## src/rtl/alu_pkg.sv

```systemverilog
// Shared ALU opcodes and the multiply-sequencer state encoding.
// Used by the execute-stage ALU and by the iterative multiplier built on top of it.
package alu_pkg;

    localparam logic [2:0] ALU_ADD  = 3'b000;
    localparam logic [2:0] ALU_SUB  = 3'b001;
    localparam logic [2:0] ALU_PASS = 3'b010;

    typedef enum logic [1:0] {
        IDLE,
        RUN,
        DONE
    } mul_state_t;

endpackage

```

## src/rtl/alu.sv

```systemverilog
// Combinational add/sub/pass ALU of configurable width; zero-latency, no flow control.
// zero flags an all-zero result.
module alu
    import alu_pkg::*;
#(
    parameter int WIDTH = 32
) (
    input  logic [WIDTH-1:0] op1,
    input  logic [WIDTH-1:0] op2,
    input  logic [2:0]       aluctrl,
    output logic [WIDTH-1:0] result,
    output logic             zero
);

    always_comb begin
        result = '0;
        case (aluctrl)
            ALU_ADD:  result = op1 + op2;
            ALU_SUB:  result = op1 - op2;
            ALU_PASS: result = op2;
            default:  result = '0;
        endcase
    end

    assign zero = (result == '0);

endmodule

```

## src/rtl/mul_sequencer.sv

```systemverilog
// Unsigned DATA_WIDTH x DATA_WIDTH shift-add multiplier, one partial product per cycle
// through a private ALU; result valid DATA_WIDTH cycles after accept and held until resp_ready.
module mul_sequencer
    import alu_pkg::*;
#(
    parameter int DATA_WIDTH = 32
) (
    input  logic                  clk,
    input  logic                  rst,
    input  logic                  req_valid,
    output logic                  req_ready,
    input  logic [DATA_WIDTH-1:0] multiplicand,
    input  logic [DATA_WIDTH-1:0] multiplier,
    output logic                  resp_valid,
    input  logic                  resp_ready,
    output logic [DATA_WIDTH-1:0] result_lo,
    output logic [DATA_WIDTH-1:0] result_hi
);

    localparam int CW = $clog2(DATA_WIDTH) + 1;
    localparam logic [CW-1:0] LAST_STEP = CW'(DATA_WIDTH - 1);

    mul_state_t            state;
    logic [DATA_WIDTH-1:0] mcand_q;
    logic [DATA_WIDTH-1:0] hi_q;
    logic [DATA_WIDTH-1:0] lo_q;
    logic [CW-1:0]         count_q;

    // One extra ALU bit keeps the carry of each accumulate step.
    logic [DATA_WIDTH:0]   alu_op1;
    logic [DATA_WIDTH:0]   alu_op2;
    logic [DATA_WIDTH:0]   alu_sum;
    logic                  alu_zero_unused;

    assign alu_op1 = {1'b0, hi_q};
    assign alu_op2 = lo_q[0] ? {1'b0, mcand_q} : '0;

    alu #(
        .WIDTH (DATA_WIDTH + 1)
    ) u_alu (
        .op1     (alu_op1),
        .op2     (alu_op2),
        .aluctrl (ALU_ADD),
        .result  (alu_sum),
        .zero    (alu_zero_unused)
    );

    always_ff @(posedge clk) begin
        if (rst) begin
            state      <= IDLE;
            req_ready  <= 1'b1;
            resp_valid <= 1'b0;
            mcand_q    <= '0;
            hi_q       <= '0;
            lo_q       <= '0;
            count_q    <= '0;
        end else begin
            case (state)
                IDLE: begin
                    if (req_valid && req_ready) begin
                        mcand_q   <= multiplicand;
                        lo_q      <= multiplier;
                        hi_q      <= '0;
                        count_q   <= '0;
                        req_ready <= 1'b0;
                        state     <= RUN;
                    end
                end
                RUN: begin
                    // 65-bit right shift of carry:sum:lo; consumed multiplier bits fall off lo.
                    hi_q    <= alu_sum[DATA_WIDTH:1];
                    lo_q    <= {alu_sum[0], lo_q[DATA_WIDTH-1:1]};
                    count_q <= count_q + 1'b1;
                    if (count_q == LAST_STEP) begin
                        resp_valid <= 1'b1;
                        state      <= DONE;
                    end
                end
                DONE: begin
                    if (resp_ready) begin
                        resp_valid <= 1'b0;
                        req_ready  <= 1'b1;
                        state      <= IDLE;
                    end
                end
                default: begin
                    state      <= IDLE;
                    req_ready  <= 1'b1;
                    resp_valid <= 1'b0;
                end
            endcase
        end
    end

    assign result_lo = lo_q;
    assign result_hi = hi_q;

endmodule

```

## config.mk

```make
export PLATFORM = sky130hd
export DESIGN_NAME = mul_sequencer
export DESIGN_NICKNAME = d
export VERILOG_FILES = /design/src/rtl/alu_pkg.sv /design/src/rtl/alu.sv /design/src/rtl/mul_sequencer.sv
export SDC_FILE = /design/constraint.sdc
export NUM_CORES = 1
export LEC_CHECK = 0
export CORE_MARGIN = 1.5
export CORE_UTILIZATION = 50
export CTS_BUF_LIST = sky130_fd_sc_hd__clkbuf_8
export DETAILED_ROUTE_END_ITERATION = 16
export PLACE_DENSITY = 0.74
export SETUP_SLACK_MARGIN = 0.15
export SLEW_MARGIN = 40
export SYNTH_ARGS = -nofsm -noshare
export SYNTH_HDL_FRONTEND = slang
export SYNTH_HIERARCHICAL = 1
export SYNTH_SLANG_ARGS = --single-unit
```

## constraint.sdc

```tcl
create_clock -name clk -period 7.15 [get_ports clk]
set_clock_uncertainty 0.15 [all_clocks]
set_input_delay 1.7875 -clock clk [delete_from_list [all_inputs] [get_ports clk]]
set_output_delay 1.7875 -clock clk [all_outputs]
set_load 0.005 [all_outputs]
```

Fig. 1: run 1, pin placement
(3 px per um) Pins as bars across the die edge, other pins in gray.
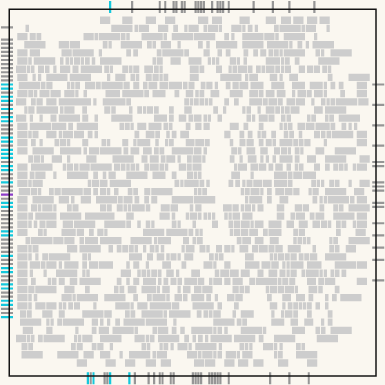
- result_lo: cyan (pins 32; direction output; edge 27 left, 4 bottom, 1 top)
- rst: purple (pins 1; direction input; edge left)
- all pins by edge: 70 left, 27 bottom, 21 top, 16 right
count of port buffers added during placement: 133
die x size: 121.7 um
height of the die: 121.7 um

Fig. 2: run 1, close-up of the layout
Region (66, 66) to (116, 116) um. Cells in gray, sequential cells in the stronger gray; small squares are vias.
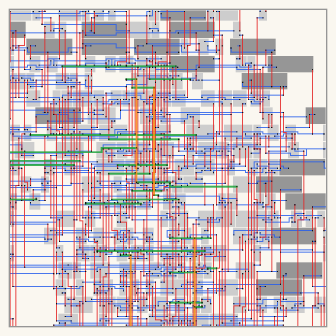
- M1: blue
- M3: green
- M4: orange
- M2: red
- most frequent: nand2_1 (49), a21oi_1 (33), o21ai_0 (20)
- cells with their middle in the window: 214
- netlist names of flops here include: result_hi (9), mcand_q (8)
- sequential cells in the window: 17

==> notes.md, run 1 <==
Physical design

The run finished with clean final reports. The floorplan has 43 rows. The script logs the mean routed wire length per placed instance as 15.97 um.

The remaining routing DRC violations stands at 0. The met2 global-route usage stands at 0.4520. Wire segments on met2 add up to between 9 and 10 mm in the final route. TritonCTS built the clock tree. The most numerous cell type found on the critical path is sky130_fd_sc_hd__o21ai_0. 0 antenna diodes ended up in the layout. By area, logic gates come first.

The well tap count stands at between 150 and 200. At the worst endpoint, the required time is between 7 and 8 ns. The worst register-to-register path begins at result_lo[0]. The switching share of power stands at 0.3924. The clock network fraction of design power stands at 0.204. The post-detailed-route via-to-cell ratio stands at roughly 5.7. The total of endpoints with negative setup slack in the final report stands at 0. The maximum number of pins on one net before global-route repair stands at 108.

Cell internal power was estimated by the tool at around 1200 uW. The synthesized area per cell stands at between 7 and 8 um^2. The areal power density over the cells stands at about 230 mW/mm^2.

The capture point of the worst register-to-register path is recorded as result_hi[31]. The worst setup path is launched from a flop. The synthesized netlist cell count stands at approximately 990. The overflow left after global routing stands at 0. In the global route stage, met1 resource usage came out at 0.3739.

By instance count after routing, the leading logic cell types are sky130_fd_sc_hd__nand2_1 (165), sky130_fd_sc_hd__clkdlybuf4s50_1 (132), sky130_fd_sc_hd__a21oi_1 (120). The number of antenna violations at the first check in global routing stands at 1. The signed area change from the synthesized netlist to the final layout stands at 22.15%.

Registers represent a cell area share of 0.2466. The placed cell area stands at between 0.008 and 0.009 mm^2. For the completed layout, the total cell area is recorded as ~0.0086 mm^2. The combinational power share stands at 0.452. The final critical-path share of the clock period stands at 0.7560. The logic area stands at roughly 0.0046 mm^2. Per the layout report, the design carries between 100 and 150 non-clock buffers. In this run the top signal layer used is met5. The floorplan report gives the top-level pin count as between 100 and 150. The path class of the tightest hold or removal check is reg -> reg. The clock latency on the worst-skew pair stands at between 0.4 and 0.5 ns.

The endpoint of the worst hold path is reported as mcand_q[30]. The highest attainable clock frequency stands at 185.0 MHz. The maximum resistive drop on vdd stands at between 0.15 and 0.2 mV. Per the run summary, max-cap violations total 0. The completed layout was analyzed and its total power is 1970 uW. The tree is rooted in a sky130_fd_sc_hd__clkbuf_8.

The fraction of power consumed by sequential logic stands at 0.344. The OpenROAD warning count stands at 28. For reference, the critical path is captured by result_hi[31]. According to the report, the first pass of detailed routing completed in 5 iterations.
Fig. 3: run 1, the metal 3 layer
(4 px per um) Cells faint in the background.
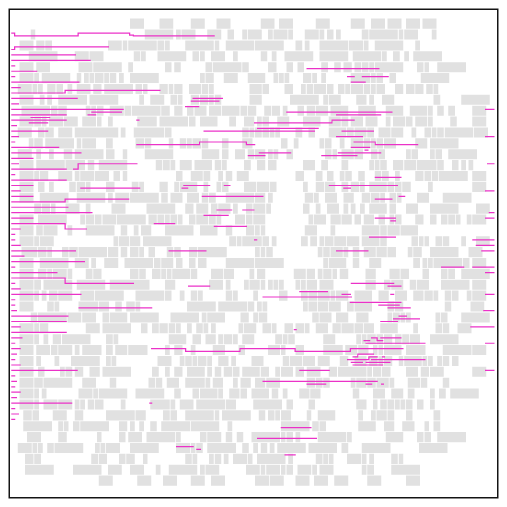
- wire length on this layer: 1400 um
- longest straight run: 28.5 um
met3 track demand over resource in global routing: 0.07725
via count of the routed design: 7273

## run 1: power groups by stage
stage	registers (uW)	logic, uW	clock network, uW
floorplan	679	632	0
finish	677	890	402
CTS	677	870	412
global route	685	984	435
global placement	690	863	0
detailed placement	690	866	0
## run 1: stage by stage
stage            util  setup slack [ns]  hold WS, ns  std cells
2_1_floorplan       -             2.504       0.2817       1003
3_3_place_gp   0.6059             1.752       0.2894       1251
3_5_place_dp   0.6063             1.836       0.2937       1251
4_1_cts        0.6213             1.797       0.3083       1267
5_1_grt        0.6227             1.288       0.3376       1268
6_report       0.6227             1.745       0.3064       1268
## run 1: registers in the layout (all words and copies together) (netlist names)
name,cells
count_q,6
result_hi,32
resp_valid,1
mcand_q,32
result_lo,32
req_ready,1
state,2
--- run 2 (diff from run 1) ---
- clock period: 7.15 -> 5.25 ns (I/O delays scaled with it)
Fig. 4: run 2, close-up of the layout
Region (66, 66) to (116, 116) um. Cells in gray, sequential cells in the stronger gray; small squares are vias.
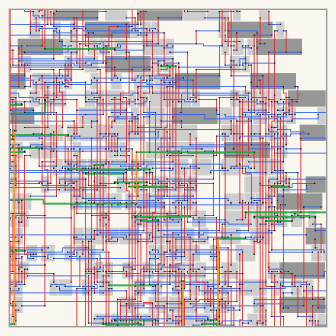

==> notes.md, run 2 <==
Physical design

The switching share of power stands at 0.3981 (+0.005694). The combinational power share stands at 0.478 (+0.026). The number of inserted diodes is 0 (unchanged). The worst hold slack across all endpoints is 0.3050 ns (-0.001391 ns).

The power drawn by the clock network is 472 uW (+17%). The run finished with clean final reports. STA classifies the critical path startpoint as a flop. The logic area is 0.004679 mm^2 (+1.1%). For the worst reg-to-reg path, the endpoint reported by OpenROAD is result_hi[28]. The iteration count of the initial detailed-routing pass stands at 5 (unchanged). The areal power density over the cells is 304.0 mW/mm^2 (+33%). The total power draw came to 2658 uW (+35%).

The remaining routing DRC violations is 0 (unchanged). The sequential power was 917 uW (+35%). The number of buffers outside the clock class in the layout stands at 152 (+10%). The fraction of power consumed by sequential logic came to 0.345 (about the same).

The well tap count is 180 (unchanged). The critical path data required time stands at 5.42 ns (-1.91 ns). The non-filler instance count after layout stands at 1282 (+1.1%).

Leaving out fill and tap cells, the most frequent cells in the layout are sky130_fd_sc_hd__nand2_1 (164), sky130_fd_sc_hd__clkdlybuf4s50_1 (132), sky130_fd_sc_hd__a21oi_1 (118). The core occupancy in the finished layout is 0.6323 (+0.009501). Per report_power, the top consumer among the power groups is combinational logic. The y dimension of the die stands at 121.7 um (unchanged). From synthesis to final layout, the design area changed by 24.01%. The placed cell area came to 0.008522 mm^2 (+1.7%).

The overflow left after global routing came to 0 (unchanged). Per the timing report, the most critical flop-to-flop path originates at result_lo[0]. The count of max-cap constraint violations stands at 0 (unchanged). The tree is rooted in a sky130_fd_sc_hd__clkbuf_8. The total via count after detailed routing is 7358 (+1.2%). The number of top-level design ports stands at 134 (unchanged). The cell internal power dissipation is 1600 uW (+34%).

The highest attainable clock frequency is 206.6 MHz (+12%). The power of the combinational group is 1270 uW (+43%). According to the hold report, the worst path is of the reg -> reg type.

The synthesized netlist cell count was 991 (unchanged). The final critical-path share of the clock period stands at 0.9218 (+0.1659). Hold analysis lists the worst path endpoint as mcand_q[20]. The clock latency on the worst-skew pair stands at 0.39 ns (-0.02 ns). The number of antenna violations at the first check in global routing stands at 0 (-1). The count of buffers inserted at the top-level ports came to 133 (unchanged).
[run 2: worst max path at each step]
stage	end	slack, ns	cells past startpoint
5_1_grt	result_hi[31]	0.11	20
4_1_cts	result_hi[28]	0.17	20
6_report	result_hi[28]	0.41	20
2_1_floorplan	result_hi[31]	0.60	20
3_3_place_gp	result_hi[25]	0.35	18
3_5_place_dp	result_hi[28]	0.21	20
[run 2: metal layers]
layer / up-vias / GRT usage / part of all wire
li1: 3674 / - / -
met1: 3402 / 0.3712 / 0.47
met2: 254 / 0.4530 / 0.45
met3: 28 / 0.07865 / 0.069
met4: 0 / 0.05956 / 0.013
met5: - / 0 / 0
--- run 3 (diff from run 2) ---
- CORE_UTILIZATION: 50 -> 55
- PLACE_DENSITY: 0.74 -> unset
- PLACE_DENSITY_LB_ADDON: unset -> 0.2
Fig. 5: run 3, close-up of the layout
Region (62, 62) to (112, 112) um. Cells in gray, sequential cells in the stronger gray; small squares are vias.
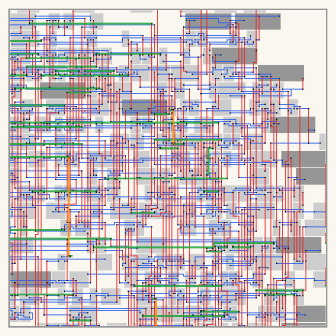
- M1: blue
- M3: green
- M2: red
- M4: orange
- most frequent: nand2_1 (36), a21oi_1 (34), o21ai_0 (24)
- cells with their middle in the window: 215
- netlist names of flops here include: result_hi (12)
- sequential cells in the window: 12

==> notes.md, run 3 <==
Physical design

The number of antenna violations at the first check in global routing is 0 (unchanged). The areal power density over the cells was 306.3 mW/mm^2 (+0.75%). The remaining routing DRC violations stands at 0 (unchanged). The cell internal power dissipation stands at 1593 uW (-0.42%). The y dimension of the die stands at 116.2 um (-4.5%). The iteration count of the initial detailed-routing pass stands at 5 (unchanged). The overflow left after global routing is 0 (unchanged). The critical path data required time is 5.34 ns (-0.08 ns).

The combinational power share came to 0.469 (-0.009). Global route summary, busiest routing layer listed as met2. The logic area stands at 0.004658 mm^2 (-0.45%). The final critical-path share of the clock period is 0.9110 (-0.01082). The power drawn by the clock network was 489 uW (+4%). The flow ran to the end, and the final reports show no timing, DRC or antenna violations. The highest attainable clock frequency came to 209.1 MHz (+1.2%). The total power draw came to 2645 uW (-0.49%). The signed area change from the synthesized netlist to the final layout stands at 22.49%. The number of top-level design ports stands at 134 (unchanged). The count of max-cap constraint violations came to 0 (unchanged).

Per the cell usage report, the commonest logic cells after layout are sky130_fd_sc_hd__nand2_1 (165), sky130_fd_sc_hd__clkdlybuf4s50_1 (132), sky130_fd_sc_hd__a21oi_1 (119). The met2 global-route usage is 0.4788 (+0.02579). The switching share of power was 0.3977 (about the same). After detailed routing, no signal wire sits above met4.

The total via count after detailed routing was 7368 (+0.14%). The non-filler instance count after layout is 1266 (-1.2%). The worst hold slack across all endpoints stands at 0.3056 ns (+0.0005650 ns).

The met2 routed wirelength is 9.195 mm (-0.27%). The power of the combinational group came to 1240 uW (about the same). The met1 demand-to-capacity share in global routing stands at 0.4098 (+0.03856). The well tap count came to 172 (-4.4%). The total met3 wirelength after detailed routing was 1.636 mm (+17%). STA classifies the critical path startpoint as a flop.

The path with the worst hold slack has its endpoint at mcand_q[13]. The count of buffers inserted at the top-level ports stands at 133 (unchanged).
-- run 3: through the flow --
stage | util | area, um^2
final | 0.6870 | 8635
after global routing | 0.6870 | 8635
after CTS | 0.6847 | 8606
after detailed placement | 0.6709 | 8432
after global placement | 0.6706 | 8428
after floorplan | - | 7094
-- run 3: how the worst max path moves through the flow --
stage                         end  cells after the start         start  slack (ns)
finish              result_hi[31]                     20  result_lo[0]        0.47
global route        result_hi[31]                     20  result_lo[0]        0.15
floorplan           result_hi[31]                     20  result_lo[0]        0.60
CTS                 result_hi[31]                     19  result_lo[0]        0.19
detailed placement  result_hi[31]                     19  result_lo[0]        0.25
global placement    result_hi[31]                     19  result_lo[0]        0.35
No activity file was given, so power comes from the tool's default toggle rates.
